--- config.mk ---
export PLATFORM = sky130hd
export DESIGN_NAME = mem_access_ctrl_flat
export DESIGN_NICKNAME = d
export VERILOG_FILES = /design/src/rtl/mem_access_ctrl_if.sv /design/src/rtl/mem_access_ctrl.sv /design/src/flat_wrapper.sv
export SDC_FILE = /design/constraint.sdc
export NUM_CORES = 1
export LEC_CHECK = 0
export CAP_MARGIN = 20
export CELL_PAD_IN_SITES_DETAIL_PLACEMENT = 0
export CELL_PAD_IN_SITES_GLOBAL_PLACEMENT = 1
export CORE_MARGIN = 2
export CORE_UTILIZATION = 28
export DETAILED_ROUTE_END_ITERATION = 7
export PLACE_DENSITY_LB_ADDON = 0.25
export SKIP_CTS_REPAIR_TIMING = 1
export SLEW_MARGIN = 20
export SYNTH_ARGS = -nofsm -noshare
export SYNTH_HDL_FRONTEND = slang
export SYNTH_SLANG_ARGS = --single-unit
--- constraint.sdc ---
create_clock -name clk -period 1.98 [get_ports clk]
set_clock_uncertainty 0.2 [all_clocks]
set_input_delay 0.198 -clock clk [delete_from_list [all_inputs] [get_ports clk]]
set_output_delay 0.198 -clock clk [all_outputs]
set_load 0.01 [all_outputs]
--- src/rtl/mem_access_ctrl_if.sv ---
// Handshake bundle between the control unit, the MAR/MDR pair and memory,
// driven by mem_access_ctrl through the slave modport.
interface mem_access_ctrl_if;
   logic req;
   logic req_we;
   logic mem_ack;
   logic busy;
   logic done;
   logic err;
   logic MARin;
   logic MDRin;
   logic Read;
   logic mem_rd;
   logic mem_wr;

   modport master (
      output req, req_we, mem_ack,
      input  busy, done, err, MARin, MDRin, Read, mem_rd, mem_wr
   );

   modport slave (
      input  req, req_we, mem_ack,
      output busy, done, err, MARin, MDRin, Read, mem_rd, mem_wr
   );
endinterface

--- src/rtl/mem_access_ctrl.sv ---
// Sequences one MAR/MDR memory load or store: address phase, bounded wait
// for mem_ack, then a one-cycle done (with err on timeout).
module mem_access_ctrl #(
   parameter int WAIT_MAX = 15,
   parameter int CNT_W    = 4
) (
   input  logic              clk,
   input  logic              clr,
   mem_access_ctrl_if.slave  bus
);

   localparam logic [2:0] S_IDLE = 3'd0;
   localparam logic [2:0] S_ADDR = 3'd1;
   localparam logic [2:0] S_RD   = 3'd2;
   localparam logic [2:0] S_WR   = 3'd3;
   localparam logic [2:0] S_DONE = 3'd4;
   localparam logic [2:0] S_ERR  = 3'd5;

   localparam logic [CNT_W-1:0] CNT_LAST = CNT_W'(WAIT_MAX - 1);

   logic [2:0]       state_q, state_d;
   logic             we_q, we_d;
   logic [CNT_W-1:0] cnt_q, cnt_d;

   always_comb begin
      state_d    = state_q;
      we_d       = we_q;
      cnt_d      = cnt_q;
      bus.busy   = 1'b0;
      bus.done   = 1'b0;
      bus.err    = 1'b0;
      bus.MARin  = 1'b0;
      bus.MDRin  = 1'b0;
      bus.Read   = 1'b0;
      bus.mem_rd = 1'b0;
      bus.mem_wr = 1'b0;

      case (state_q)
         S_IDLE: begin
            if (bus.req) begin
               state_d = S_ADDR;
               we_d    = bus.req_we;
            end
         end
         S_ADDR: begin
            bus.MARin = 1'b1;
            bus.busy  = 1'b1;
            cnt_d     = '0;
            state_d   = we_q ? S_WR : S_RD;
         end
         S_RD: begin
            bus.busy   = 1'b1;
            bus.mem_rd = 1'b1;
            bus.Read   = 1'b1;
            // MDR captures Mdatain on the same edge that ack is seen
            bus.MDRin  = bus.mem_ack;
            if (bus.mem_ack)            state_d = S_DONE;
            else if (cnt_q == CNT_LAST) state_d = S_ERR;
            else                        cnt_d   = cnt_q + CNT_W'(1);
         end
         S_WR: begin
            bus.busy   = 1'b1;
            bus.mem_wr = 1'b1;
            if (bus.mem_ack)            state_d = S_DONE;
            else if (cnt_q == CNT_LAST) state_d = S_ERR;
            else                        cnt_d   = cnt_q + CNT_W'(1);
         end
         S_DONE: begin
            bus.done = 1'b1;
            state_d  = S_IDLE;
         end
         S_ERR: begin
            bus.done = 1'b1;
            bus.err  = 1'b1;
            state_d  = S_IDLE;
         end
         default: state_d = S_IDLE;
      endcase
   end

   always_ff @(posedge clk) begin
      if (clr) begin
         state_q <= S_IDLE;
         we_q    <= 1'b0;
         cnt_q   <= '0;
      end else begin
         state_q <= state_d;
         we_q    <= we_d;
         cnt_q   <= cnt_d;
      end
   end

endmodule
--- src/flat_wrapper.sv ---
// flat-port wrapper written by rule: the top's interface ports become plain ports
module mem_access_ctrl_flat 
#(
   parameter int WAIT_MAX = 15,
   parameter int CNT_W    = 4
)
  (clk, clr, bus_req, bus_req_we, bus_mem_ack, bus_busy, bus_done, bus_err, bus_MARin, bus_MDRin, bus_Read, bus_mem_rd, bus_mem_wr);
  mem_access_ctrl_if bus_i ();
  input  logic clk;
  input  logic clr;
  input wire logic [$bits(bus_i.req)-1:0] bus_req;
  input wire logic [$bits(bus_i.req_we)-1:0] bus_req_we;
  input wire logic [$bits(bus_i.mem_ack)-1:0] bus_mem_ack;
  output wire logic [$bits(bus_i.busy)-1:0] bus_busy;
  output wire logic [$bits(bus_i.done)-1:0] bus_done;
  output wire logic [$bits(bus_i.err)-1:0] bus_err;
  output wire logic [$bits(bus_i.MARin)-1:0] bus_MARin;
  output wire logic [$bits(bus_i.MDRin)-1:0] bus_MDRin;
  output wire logic [$bits(bus_i.Read)-1:0] bus_Read;
  output wire logic [$bits(bus_i.mem_rd)-1:0] bus_mem_rd;
  output wire logic [$bits(bus_i.mem_wr)-1:0] bus_mem_wr;
  assign bus_i.req = bus_req;
  assign bus_i.req_we = bus_req_we;
  assign bus_i.mem_ack = bus_mem_ack;
  assign bus_busy = bus_i.busy;
  assign bus_done = bus_i.done;
  assign bus_err = bus_i.err;
  assign bus_MARin = bus_i.MARin;
  assign bus_MDRin = bus_i.MDRin;
  assign bus_Read = bus_i.Read;
  assign bus_mem_rd = bus_i.mem_rd;
  assign bus_mem_wr = bus_i.mem_wr;
  mem_access_ctrl #(.WAIT_MAX(WAIT_MAX), .CNT_W(CNT_W)) u_core (.clk(clk), .clr(clr), .bus(bus_i));
endmodule
==> notes.org, run 1 <==
#+TITLE: Flow metrics

** Run status
- The run finished with clean final reports.

** Yosys
- The chip area line in the Yosys stat output reads roughly 470 um^2.
- Library cell with the highest instance count after synthesis :: dfxtp_1
- Synth warn :: 0
- The synthesized instance count is between 50 and 60.
- The commonest cells after synthesis are dfxtp_1 (8), nor2_1 (5), a211oi_1 (4), or4_1 (4), inv_1 (3).
- The main area contributors are dfxtp_1 (34%), a211oi_1 (6.4%), or4_1 (6.4%), ha_1 (5.3%), nor2_1 (4.0%).
- After synthesis the netlist holds a flip-flop and latch count of 8.
- Averaged over all synthesized cells, the footprint is about 8.9 um^2.
- Primary FF master, synth :: dfxtp_1
- The number of different library cells used by synthesis comes to 30.
- Top-area cell share :: between 30% and 40%
- At floorplan, the net count of the design was reported as roughly 60.
- Post-synthesis sequential area ratio :: between 30 and 40%
- Yosys mapped a number of flops with a built-in enable equal to 0.
- The mapped netlist covers around 470 um^2.

** GRT
- Global route summary, busiest routing layer listed as met2.
- In the global route stage, met1 resource usage came out at roughly 15%.
- The via count of the first global-routing pass was about 400.
- Met3 track demand over resource in global routing :: under 10%
- Global-route wire length before repair :: about 1.7 mm
- Met2 Use GR :: between 15 and 20%
- Maximum number of pins on one net before global-route repair :: 13
- Grt total ovfl :: 0

** Layout
- The repair_antennas step left the layout with diodes totalling 0.
- From synthesis to final layout, the design area changed by 41.4%.
- The count of cells in the finished layout, fillers not included, comes to roughly 86.
- Nets :: 79
- After routing the design area is 667 um^2.

** Run
- Max-cap violations in this run came to 0.
- Total tool warning count :: 27

** Clock tree
- No sink is reached through more buffers than the 2 on the longest clock path.
- TritonCTS built the clock tree.
- CTS built an H-tree with a depth of 1.

** Critical path
- The most critical setup path has its endpoint at bus_err.
- The kind of cell with the highest combined delay along the critical path is buffers and inverters.
- Data arrival, critical path :: 1.48 ns
- OpenSTA lists the critical path startpoint as u_core.state_q[1]$_SDFFE_PP0P_.
- Reg2Reg Depth :: 5
- Setup crit end kind :: primary output
- Max FO, Critical Path :: 4
- Stages on the worst setup path :: 3
- Sequence of cells on the critical path :: and2b_2 -> and2_1 -> clkdlybuf4s50_1
- Buf+Inv Stages, Crit Path :: 1
- The slowest stage of the critical path is the clkdlybuf4s50_1 cell.
- Critical Path Max Stage Delay :: ~0.47 ns
- Required arrival time at the worst endpoint :: roughly 1.6 ns
- Worst reg2reg path startpoint :: u_core.cnt_q[0]$_SDFFE_PP0P_
- The worst register-to-register path has a setup slack of between 0.15 and 0.2 ns.

** Place
- Area after DPL :: approximately 630 um^2
- The detailed placer reported the number of placed instances as 83.
- The placement report lists the number of port buffers as 12.
- Summed over all nets, the half-perimeter wirelength after detailed placement is about 770 um.

** Min path
- Worst hold path stage count :: 2
- WHS Endpoint :: u_core.cnt_q[3]$_SDFFE_PP0P_

** Floorplan
- Overall chip area :: approximately 2000 um^2
- Total core area :: between 1500 and 2000 um^2
- Per the OpenROAD floorplan log, the width of the die is ~45 um.
- Initial cell density of the core :: between 30% and 40%
- Std cell rows :: 14

** Route
- Violation count after the first detailed-routing iteration :: 6
- Dividing the detail-routed via count by the number of cells gives around 5.2.
- Detailed-route via count :: approximately 450

** STA
- Share of the clock period used by the worst path after layout :: between 90 and 100%
- Once routing completed, OpenROAD measured the worst setup slack at 0.107 ns.
- Endpoints failing hold in the final report were tallied at 0.
- Setup TNS Final :: 0 ns
- For the pin with the worst max-slew slack, the measured transition is 0.329 ns.
- Setup repair after global routing left no endpoint under its margin.
- Max Freq :: 534 MHz
- Hold timing on the final database bottoms out at a slack of around 0.28 ns.
- Slew margin rel. :: between 70 and 80%
- Clock period minus final worst setup slack :: 1.87 ns

** Power and ir drop
- IR analysis of the VDD net gives a maximum drop of 0.000486 V.
- The report lists the power per cell area as roughly 750 nW/um^2.
- Looking at the power breakdown, the clock network takes roughly a quarter of the total.
- Relative contribution of combinational cells to total power :: a little over a third
- Switching fraction of total power :: approximately 30%
- The internal portion of the total power is between 0.3 and 0.4 mW.
- The share of total power dissipated in sequential elements is around 38%.
## run 1: cell families (layout without fill, tap and decap cells)
kind of cell	after synthesis	in the layout	share of synthesized area, %
AND/OR/NAND/NOR	20	20	26.5
AND-OR/OR-AND	13	13	22.3
buffers and inverters	9	26	9.81
flip-flops	8	8	34.0
adder cells (fa/ha/maj)	2	2	5.30
multiplexers	1	1	2.12
## run 1: tightest hold or removal path, stage by stage, from the launching register on
cell and delay (ns):
dfxtp_1 0.31, o41ai_1 0.06, a211oi_1 0.06
## run 1: area by class of cell
type	count	area, um^2
Fill cell	160	875
Inverter	4	15.0
Clock buffer	3	22.5
Tap cell	16	20.0
Multi-Input combinational cell	36	268
Timing Repair Buffer	19	180
Sequential cell	8	161
## run 1: placed cells by master, fill, tap and decap left out, drive strengths merged
master / count
a211oi: 4
a21oi: 1
and2: 2
and2b: 1
and3: 1
buf: 7
clkbuf: 3
clkdlybuf4s50: 9
dfxtp: 8
dlymetal6s2s: 3
ha: 2
inv: 4
mux2i: 1
nand2b: 1
nand3: 1
nor2: 5
nor3: 2
nor4b: 1
o21a: 1
o21ba: 1
o311ai: 1
o31a: 2
o31ai: 1
o41ai: 2
or3: 1
or3b: 1
or4: 4
## run 1: power groups by stage
stage	Clock (mW)	Sequential, mW	Combinational (mW)
after detailed placement	0	0.190	0.184
after CTS	0.135	0.187	0.185
after global routing	0.147	0.189	0.201
after global placement	0	0.190	0.184
after floorplan	0	0.193	0.0965
final	0.128	0.187	0.182
## run 1: flip-flops by register name, indices dropped and copies added (netlist names)
| signal | cells |
|---|---|
| u_core.cnt_q | 4 |
| u_core.state_q | 3 |
| u_core.we_q | 1 |
## run 1: routing by layer
metal / up-vias / wire length (um)
met2: 16 / 439
met1: 194 / 480
li1: 235 / -
met5: - / 0
met4: 0 / 8
met3: 3 / 111
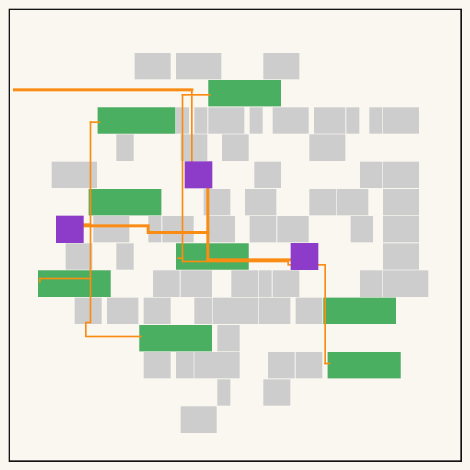
Fig. 1. Clock distribution (run 1).
Drawn at 10 px/um.
flip-flops: drawn in green, count 8. clock wires: drawn in orange, length 138 um. clock drivers: drawn in purple, count 3.
There are 4 routed clock nets.

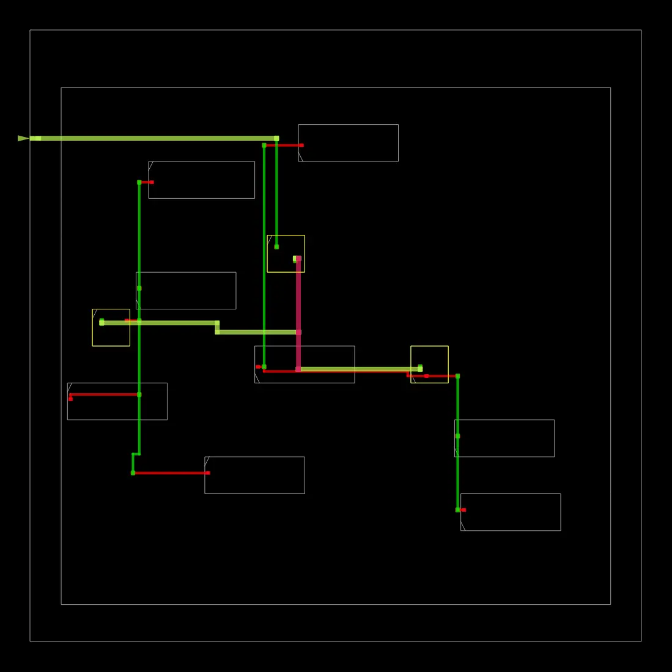
Fig. 2. The clock network (run 1).
power in the clock group: 0.128 mW
clk ins delay skew pair: 0.26 ns
Flop Count: 8
TritonCTS Buffers: 3

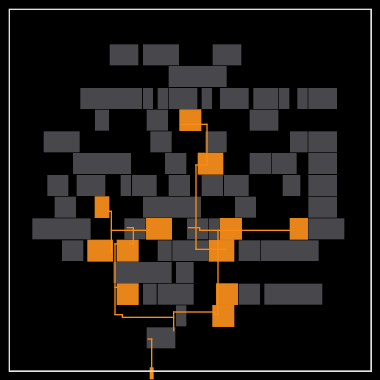
Fig. 3. Port wiring (run 1).
Drawn at 8 px/um.
bus_mem_ack: drawn in orange, bits 1, direction input, end cells 12, buffers 3, wire 90.9 um.

==> run 2, diff against run 1 <==
--- a/config.mk
+++ b/config.mk
@@ -5,7 +5,6 @@
 export SDC_FILE = /design/constraint.sdc
 export NUM_CORES = 1
 export LEC_CHECK = 0
-export CAP_MARGIN = 20
 export CELL_PAD_IN_SITES_DETAIL_PLACEMENT = 0
 export CELL_PAD_IN_SITES_GLOBAL_PLACEMENT = 1
 export CORE_MARGIN = 2
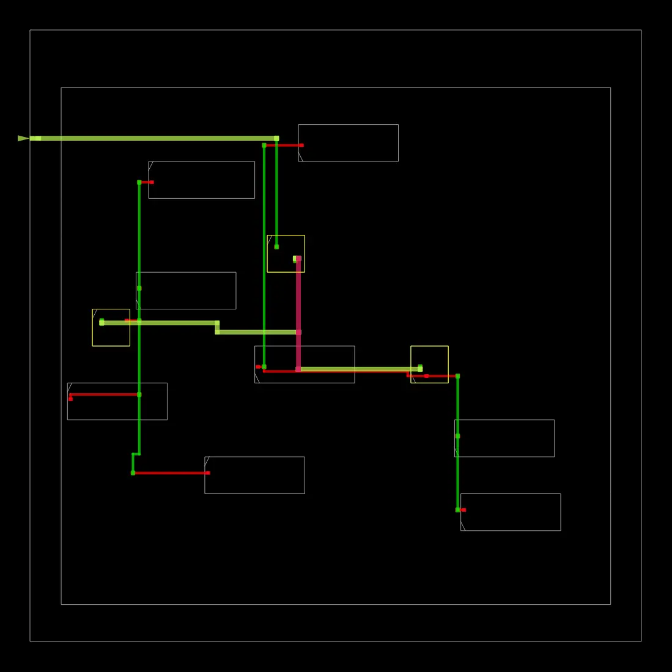
Fig. 4. The clock network (run 2).
total clock sinks: 8
total of clock buffers placed in the layout: 3

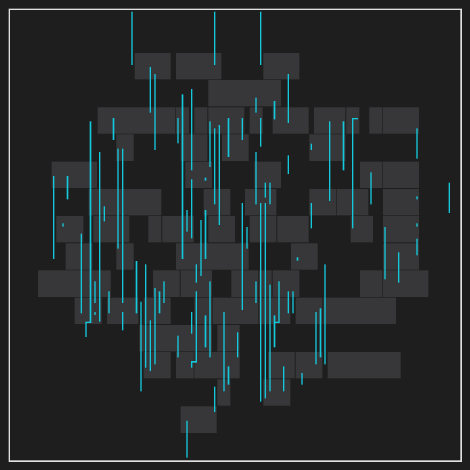
Fig. 5. Signal wires on met2 (run 2).
Drawn at 10 px/um. Cells faint in the background.
58 nets have wire on it. The wires run mostly vertical. The layer carries 440 um of wire.

==> notes.org, run 2 <==
#+TITLE: Flow metrics

** Power and ir drop
- Cell internal power was estimated by the tool at ~0.35 mW.
- Summed over all combinational cells, the power is about 0.18 mW.
- Per the breakdown, switching nets consume 30.0% of all power.
- The flow reports that the clock network draws between 20% and 30% of the design power.
- The largest share of the power goes to sequential cells.
- Leakage power :: between 0.2 and 0.3 nW
- The power report attributes to the sequential group a share of between 30 and 40%.
- Relative contribution of combinational cells to total power :: between 30% and 40%
- The flow reported a cell area power density of around 750 nW/um^2.
- The analysis reports a worst IR drop on VDD of around 0.0005 V.
- Seq pwr :: roughly 0.19 mW
- Power in the clock group :: 0.128 mW

** Yosys
- Among all cell types in the netlist, the one instantiated most often is dfxtp_1.
- After technology mapping, the gate count stands at ~53.
- The main area contributors are dfxtp_1 (34%), a211oi_1 (6.4%), or4_1 (6.4%), ha_1 (5.3%), nor2_1 (4.0%).
- Per the synth stats, the flop cell with the highest instance count is dfxtp_1.
- Ranked by instance count, the synthesized netlist is headed by dfxtp_1 (8), nor2_1 (5), a211oi_1 (4), or4_1 (4), inv_1 (3).
- Syn_nets :: around 60
- Share of synthesized cell area in and-or and or-and compound cells :: 22.3%
- Number of flops mapped to enable cells by yosys :: 0
- For reference, simple AND, OR, NAND and NOR cells occupy around a quarter of the area reported after synthesis.
- The synthesized design devotes to its leading area cell type 34.0% of total area.
- The chip area line in the Yosys stat output reads between 400 and 500 um^2.
- Counting the warning lines in the Yosys log gives 0.
- After synthesis, the netlist uses 30 different library cells.
- Top non-seq family :: simple AND/OR/NAND/NOR gates
- Yosys reports the multiplexer fraction of the synthesized area as between 2 and 2.5%.
- After synthesis the cells add up to around 470 um^2.
- Sequential cells were found to cover about 34% of the synthesized design area.
- Each instance of the synthesized netlist takes up on average a little under 9 um^2.

** Critical path
- Data arrives at the worst endpoint at around 1.5 ns.
- Worst R2R Setup Slack :: 0.17 ns
- The critical path is of the reg -> out type.
- Tracing the worst setup path back leads to its startpoint at u_core.state_q[1]$_SDFFE_PP0P_.
- For the worst reg-to-reg path, the startpoint reported by OpenROAD is u_core.cnt_q[0]$_SDFFE_PP0P_.
- Max FO, Critical Path :: 4
- Required arrival time at the worst endpoint :: 1.58 ns
- STA classifies the critical path endpoint as a primary output.

** Clock tree
- Buffer levels on the longest clock path :: 2
- Per the CTS log, the maximum H-tree level is 1.
- TritonCTS built the clock tree.
- Clk ins delay skew pair :: between 0.2 and 0.3 ns
- The CTS report gives the tree buffer count as 3.

** Layout
- Final Instance Count excl. Fillers :: 86
- At the end of the flow, the number of nets in the layout was between 70 and 80.
- Growth of design area from synthesis to finish :: 41.4%
- Most used cells in the layout excluding fill and tap cells :: clkdlybuf4s50_1 (9), buf_4 (7), dfxtp_1 (7)
- Ranked by flip-flop count, first place goes to u_core.cnt_q.
- The final report gives the standard cell area, fillers excluded, as about 670 um^2.
- By instance count after routing, the leading logic cell type is clkdlybuf4s50_1.
- Number of flip-flops under the largest register name :: 4
- The number of antenna diodes in the final layout is 0.
- The largest registers in the layout are u_core.cnt_q x4, u_core.state_q x3, u_core.we_q x1.

** Place
- Area after DPL :: 633 um^2
- # port buffers :: 12
- HPWL Detailed :: a little under 800 um
- After detailed placement, the design holds a cell count of 83.

** Run
- Total tool warning count :: 27
- Per the run summary, max-cap violations total 0.

** STA
- Worst-Margin Slew :: 0.329 ns
- Number of hold-slack violations in the final timing report :: 0
- Clock period minus final worst setup slack :: around 1.9 ns
- Setup repair after global routing missed its margin :: false
- Timing would allow up to approximately 530 MHz.
- The final critical path takes up a little over nine tenths of the cycle.

** Floorplan
- The floorplan has 14 rows.
- Total core area :: roughly 1500 um^2
- Initial cell density of the core :: between 30% and 40%
- The die covers just over 2000 um^2.

** GRT
- Met1 Use GR :: 15.0%
- The first global-routing pass estimated 1.68 mm of wire.
- The global routing stage identified its most utilized layer as met2.
- Maximum number of pins on one net before global-route repair :: 13
- Per the GRT congestion report, total overflow comes to 0.
- Global routing consumed, on the met3 layer, under 10% of the routing resources.

** Run status
- Outcome :: completed

** Route
- For this run, the detailed router reports a per-instance via density of roughly 5.2.
- The routed layout has 448 vias.
- Once iteration 0 of detailed routing completed, the report listed 6 DRC markers.

** Min path
- Hold crit path type :: reg -> reg
==> run 2: cell counts after synthesis <==
Identical to the previous run, type by type.
==> run 2: final timing paths <==
| kind | end | cells after the start |
|---|---|---|
| max reg2reg | u_core.cnt_q[0]$_SDFFE_PP0P_ | 5 |
| min | u_core.cnt_q[3]$_SDFFE_PP0P_ | 2 |
| min reg2reg | u_core.cnt_q[3]$_SDFFE_PP0P_ | 2 |
| max | bus_err | 3 |
==> run 2: worst max-delay path, cell delays in order, from the launching register on <==
cell,delay (ns)
dfxtp_1,0.38
and2b_2,0.23
and2_1,0.14
clkdlybuf4s50_1,0.47
==> run 2: logic make-up (layout without fill, tap and decap cells) <==
group	count (synthesis)	after routing
buffers and inverters	9	26
and+or+nand+nor	20	20
AOI/OAI and AO/OA	13	13
muxes	1	1
adders and majority gates	2	2
DFF	8	8
==> run 2: metrics by stage <==
step | util [%] | worst slack [ns] | setup TNS, ns | hold WS [ns]
floorplan | - | 0.225 | 0 | 0.145
CTS | 42.5 | -0.133 | -0.257 | 0.282
detailed placement | 41.1 | 0.0893 | 0 | 0.271
global placement | 41.1 | 0.0970 | 0 | 0.271
global route | 43.3 | 0.0350 | 0 | 0.316
finish | 43.3 | 0.107 | 0 | 0.282
==> run 2: layout make-up <==
cell class                      count  area [um^2]
Clock buffer                        3         22.5
Sequential cell                     8          161
Timing Repair Buffer               19          180
Tap cell                           16         20.0
Fill cell                         160          875
Inverter                            4         15.0
Multi-Input combinational cell     36          268
==> run 2: routing by layer <==
layer	wire length, um	up-vias
li1	-	235
met1	480	194
met2	439	16
met3	111	3
met4	8	0
met5	0	-
Fig. 6: run 2, cell classes on the final placement
Drawn at 8 px/um. Fill, decap, tap and diode cells in grey.
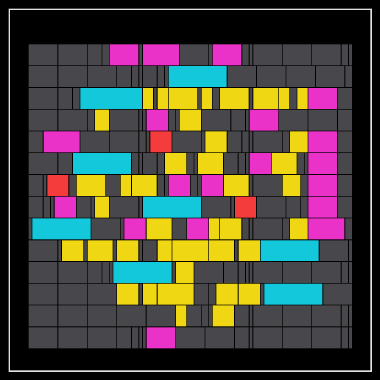

==> run 3, diff against run 2 <==
--- a/config.mk
+++ b/config.mk
@@ -8,7 +8,8 @@
 export CELL_PAD_IN_SITES_DETAIL_PLACEMENT = 0
 export CELL_PAD_IN_SITES_GLOBAL_PLACEMENT = 1
 export CORE_MARGIN = 2
-export CORE_UTILIZATION = 28
+export CORE_UTILIZATION = 32
+export CTS_CLUSTER_SIZE = 40
 export DETAILED_ROUTE_END_ITERATION = 7
 export PLACE_DENSITY_LB_ADDON = 0.25
 export SKIP_CTS_REPAIR_TIMING = 1
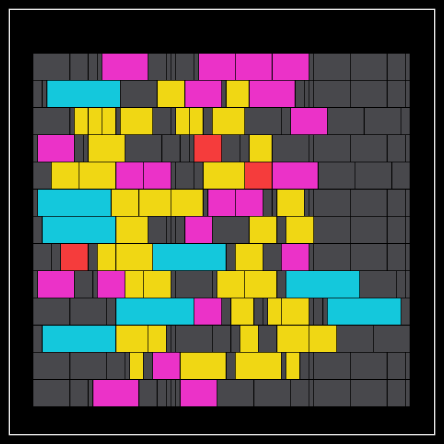
Fig. 7. Cell classes on the final placement (run 3).
Drawn at 10 px/um. Fill, decap, tap and diode cells in grey.
other buffers and delay cells: drawn in magenta, cells 21. clock drivers: drawn in red, cells 3. flops: drawn in cyan, cells 8. combinational and other logic: drawn in yellow, cells 40.
final non-filler cell area: 688 um^2
fraction of area in registers: 23.5%
final core occ: 51.6%

==> notes.org, run 3 <==
#+TITLE: Flow metrics

** Run status
- The flow ran to the end, and the final reports show no timing, DRC or antenna violations.

** Clock tree
- Buffer levels on the longest clock path :: 2
- CTS H-tree lvls :: 1
- TritonCTS built the clock tree.
- As reported, the later end of the worst-skew pair has a clock insertion delay of 0.26 ns.
- Counting every sink on the clock net gives 8.

** GRT
- Global-route wire length before repair :: 1.93 mm
- Met1 Use GR :: ~17%
- For met2 alone, demand over resource in global routing was about 23%.

** Yosys
- Yosys reports that the leading cell type by area covers around a third of the netlist area.
- Largest cells by area after synthesis :: dfxtp_1 (34%), a211oi_1 (6.4%), or4_1 (6.4%), ha_1 (5.3%), nor2_1 (4.0%)
- The synthesis stat section lists a flop and latch total of 8.
- Synth warn :: 0
- Synthesis produced around 53 cells.
- Syn_nets :: roughly 60
- By count the netlist is led by dfxtp_1 (8), nor2_1 (5), a211oi_1 (4), or4_1 (4), inv_1 (3).
- The synthesis report names the predominant flop master as dfxtp_1.

** Run
- In this run the maximum-capacitance check reported violations numbering 0.

** STA
- Setup TNS Final :: 0 ns
- Worst-Margin Slew :: 0.322 ns
- Final-layout worst hold slack :: between 0.2 and 0.3 ns
- The worst path in the final design needs a cycle of ~1.8 ns, including I/O delays and setup.
- Setup slack on the critical path of the routed design comes to ~0.19 ns.
- The final timing summary puts the cycle share of the worst path at about nine tenths.
- Timing would allow up to between 500 and 600 MHz.
- Number of hold-slack violations in the final timing report :: 0

** Layout
- Most used cells in the layout excluding fill and tap cells :: buf_4 (9), clkdlybuf4s50_1 (8), dfxtp_1 (7)
- Compared with the post-synthesis result, the final layout area differs by 45.9%.
- The layout has 132 filler cells.
- For this run, the post-layout net count is slightly above 80.
- Final Instance Count excl. Fillers :: a little under 90
- The final antenna diode tally reported by the flow is 0.
- The register with the most flip-flops in the layout has 4 of them.

** Place
- HPWL Detailed :: around 800 um
- Input and output buffers added on the ports amount to 12.
- Cell total after placement :: roughly 84
- Area after DPL :: 647 um^2

** Power and ir drop
- Looking at the VDD voltage map, the peak drop is 0.000340 V.

** Critical path
- For reference, the most critical setup path is categorized as reg -> out.
- The report shows a maximum critical-path fanout of 3.
- Reg2Reg Depth :: 5
- Data on the critical path arrives at its endpoint at around 1.4 ns.

** Floorplan
- At the floorplan stage, the core utilization is reported as a little over a third.
- For reference, the placement row count at floorplan is 13.
- The chip occupies ~1800 um^2.

** Route
- The routed layout has roughly 450 vias.
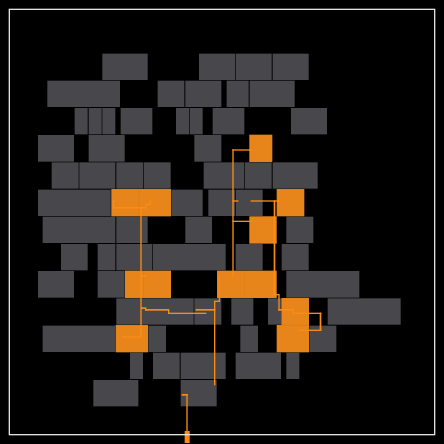
Fig. 8. Port wiring (run 3).
Drawn at 10 px/um.
bus_mem_ack: drawn in orange, bits 1, direction input, end cells 12, buffers 3, wire 84.2 um.

run 3: cell counts after synthesis:
No cell type changed its count.
run 3: layer usage:
layer,share of wire [%],vias to the layer above
met4,0,0
met3,3.8,0
met5,0,-
met2,51,5
li1,-,237
met1,45,205
run 3: worst max-delay path: stages, from the launching register on:
cell and delay (ns):
dfxtp_1 0.31, nand2b_2 0.20, nor2_4 0.10, clkdlybuf4s50_1 0.54
run 3: path summary, 6_finish.rpt:
check	slack (ns)	end	from
worst min register to register	0.28	u_core.cnt_q[3]$_SDFFE_PP0P_	u_core.cnt_q[3]$_SDFFE_PP0P_
worst max register to register	0.22	u_core.cnt_q[0]$_SDFFE_PP0P_	u_core.cnt_q[0]$_SDFFE_PP0P_
worst min-delay path	0.28	u_core.cnt_q[3]$_SDFFE_PP0P_	u_core.cnt_q[3]$_SDFFE_PP0P_
worst max-delay path	0.19	bus_Read	u_core.state_q[2]$_SDFFE_PP0P_
run 3: cell families (layout without fill, tap and decap cells):
logic type	Yosys count	count (layout)	synth area share, %
AND/OR/NAND/NOR	20	20	26.5
multiplexers	1	1	2.12
flip-flops	8	8	34.0
adder cells (fa/ha/maj)	2	2	5.30
buffers and inverters	9	28	9.81
AND-OR/OR-AND	13	13	22.3
run 3: cell type report:
type	count	area (um^2)	share of cell area (%)
multi-input combinational	36	273	39.6
inverter	4	15.0	2.18
timing repair buffer	21	198	28.7
clock buffer	3	22.5	3.27
tap	15	18.8	2.73
sequential	8	161	23.5
run 3: power by group:
part / internal [mW] / switching, mW
Clock: 0.0694 / 0.0564
Sequential: 0.176 / 0.0105
Combinational: 0.108 / 0.0857
Power figures rest on the tool's default switching activity, not on a simulated workload.
